==> config.mk <==
export PLATFORM = sky130hd
export DESIGN_NAME = sm_para_sched
export DESIGN_NICKNAME = d
export VERILOG_FILES = /design/src/rtl/sm_para_sched.sv
export SDC_FILE = /design/constraint.sdc
export NUM_CORES = 1
export LEC_CHECK = 0
export CAP_MARGIN = 20
export CELL_PAD_IN_SITES_DETAIL_PLACEMENT = 2
export CELL_PAD_IN_SITES_GLOBAL_PLACEMENT = 2
export CORE_ASPECT_RATIO = 1.2
export CORE_MARGIN = 2
export CORE_UTILIZATION = 32
export CTS_CLUSTER_SIZE = 24
export DETAILED_ROUTE_END_ITERATION = 16
export PLACE_DENSITY_LB_ADDON = 0.1
export SKIP_LAST_GASP = 1
export SLEW_MARGIN = 15
export SYNTH_ARGS = -nofsm -noshare
export SYNTH_HDL_FRONTEND = slang
export SYNTH_SLANG_ARGS = --single-unit
==> constraint.sdc <==
create_clock -name clk -period 3 [get_ports clk]
set_clock_uncertainty 0.2 [all_clocks]
set_input_delay 0.6 -clock clk [delete_from_list [all_inputs] [get_ports clk]]
set_output_delay 0.6 -clock clk [all_outputs]
set_load 0.02 [all_outputs]
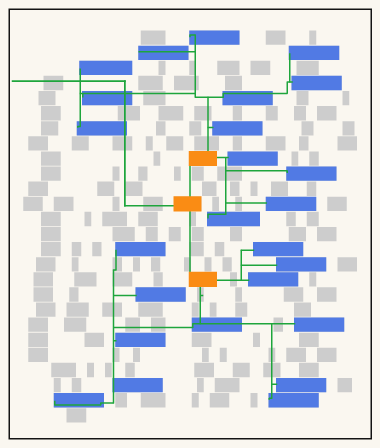
Fig. 1. Clock network drawn from the DEF.
[green] clock wires | length: 326 um
[blue] flip-flops | count: 25
[orange] clock-net drivers | count: 3
routed clock nets: 4
Clk Latency, worst-skew pair: 0.26 ns
Clock Power Share: 12.2%
clock network power: 0.201 mW

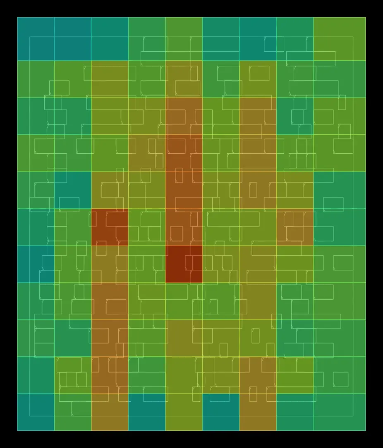
Fig. 2. Routing congestion map.
GRT Overall Usage: 16.6%
met3 track demand over resource: 2.35%
M2 GR Usage: 31.2%
detail-routed net length per standard cell: 16.2 um

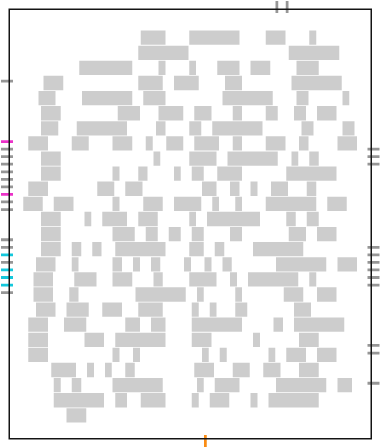
Fig. 3. Pin placement.
Pins as bars across the die edge, other pins in gray.
[orange] fsm_err | pins: 1 | direction: input | edge: bottom
[cyan] len1 | pins: 4 | direction: input | edge: left
[magenta] d0 | pins: 2 | direction: input | edge: left
Chip Height: 77.1 um
Die Width: 64.9 um
quantity of I/O buffers inserted on ports: 33

==> CHANGELOG.md <==
### Implementation results

* FF+latch count, synth at 25
* Core Box Area at 4260 sq um
* Dpl ws at 0.306 ns
* Number of max-cap violations at 0
* Diodes inserted at 0
* Run status: finished clean
* Sum of negative setup slack at 0 ns
* Commonest cells post-synth: sky130_fd_sc_hd__dfrtp_1, sky130_fd_sc_hd__nor2_1, sky130_fd_sc_hd__nand2_1, sky130_fd_sc_hd__ha_1, sky130_fd_sc_hd__a21oi_1
* Peak supply drop at ~0.25 mV
* Required time of the critical path at 2.20 ns
* Fill cell total of the finished layout at around 470
* Number of H-tree levels at 1
* Final count of negative-setup-slack endpoints at 0
* Total tool warning count at 31
* Commonest Layout Cell: sky130_fd_sc_hd__clkdlybuf4s50_1
* Syn avg cell area at between 9 and 10 sq um
* Number of enable flip-flop cells at 0
* Count of unique library cells instantiated by Yosys at 35
* Starting density of the core at between 30% and 40%
* Wire length reported by the detailed router at 3800 um
* Drt first-iter violations at 23
* Synthesized area at about 1400 sq um
* Crit share post-route at between 80% and 90%
* Initial antenna violation count at 0
* Chip area at about 5000 sq um
* PnR worst setup slack at 0.387 ns
* ANT nets after route at 0
* Number of instances in the synthesized netlist at around 140
* Most frequent cell after synthesis: sky130_fd_sc_hd__dfrtp_1
* Final hold viol count at 0
* Top-Level Pins at 34
* Class of the worst hold path: reg2reg
* TritonCTS clock tree: built
* Number of nets produced by synthesis at 169
* Post-CTS Setup Inserts at 0
==> through the flow <==
| step | utilization (%) | std cells |
|---|---|---|
| 3_5_place_dp | 42.7 | 230 |
| 2_1_floorplan | - | 143 |
| 3_3_place_gp | 42.7 | 230 |
| 6_report | 43.8 | 234 |
| 4_1_cts | 43.8 | 234 |
| 5_1_grt | 43.8 | 234 |
==> per-layer routing <==
layer / global-route usage [%] / routed length, um
met3: 2.35 / 178
met4: 3.83 / 22
met1: 19.2 / 1510
met2: 31.2 / 2080
met5: 0 / 0
==> power breakdown <==
| group | switching (mW) | internal (mW) | leakage, nW |
|---|---|---|---|
| Clock | 0.106 | 0.0949 | 0.0228 |
| Combinational | 0.433 | 0.410 | 0.477 |
| Sequential | 0.137 | 0.466 | 0.309 |
==> logic make-up after synthesis <==
| family | after synthesis | share of synthesized area (%) |
|---|---|---|
| AND/OR/NAND/NOR | 54 | 18.5 |
| AND-OR/OR-AND | 30 | 16.2 |
| flip-flops | 25 | 44.1 |
| buffers and inverters | 11 | 3.16 |
| multiplexers | 11 | 8.35 |
| adder cells (fa/ha/maj) | 9 | 7.91 |
| XOR/XNOR | 3 | 1.85 |
==> worst max-delay path, cell delays in order <==
cell                              delay, ns
sky130_fd_sc_hd__clkdlybuf4s50_1       0.47
sky130_fd_sc_hd__a22o_1                0.14
sky130_fd_sc_hd__clkdlybuf4s50_1       0.60
==> area by class of cell <==
class / count / area (sq um) / area share (%)
multi-input combinational: 107 / 751 / 40.2
sequential: 25 / 628 / 33.7
timing repair buffer: 35 / 345 / 18.5
tap: 56 / 70.1 / 3.76
clock buffer: 4 / 45.0 / 2.41
inverter: 7 / 26.3 / 1.41
Power is estimated from default activity; no workload was simulated.
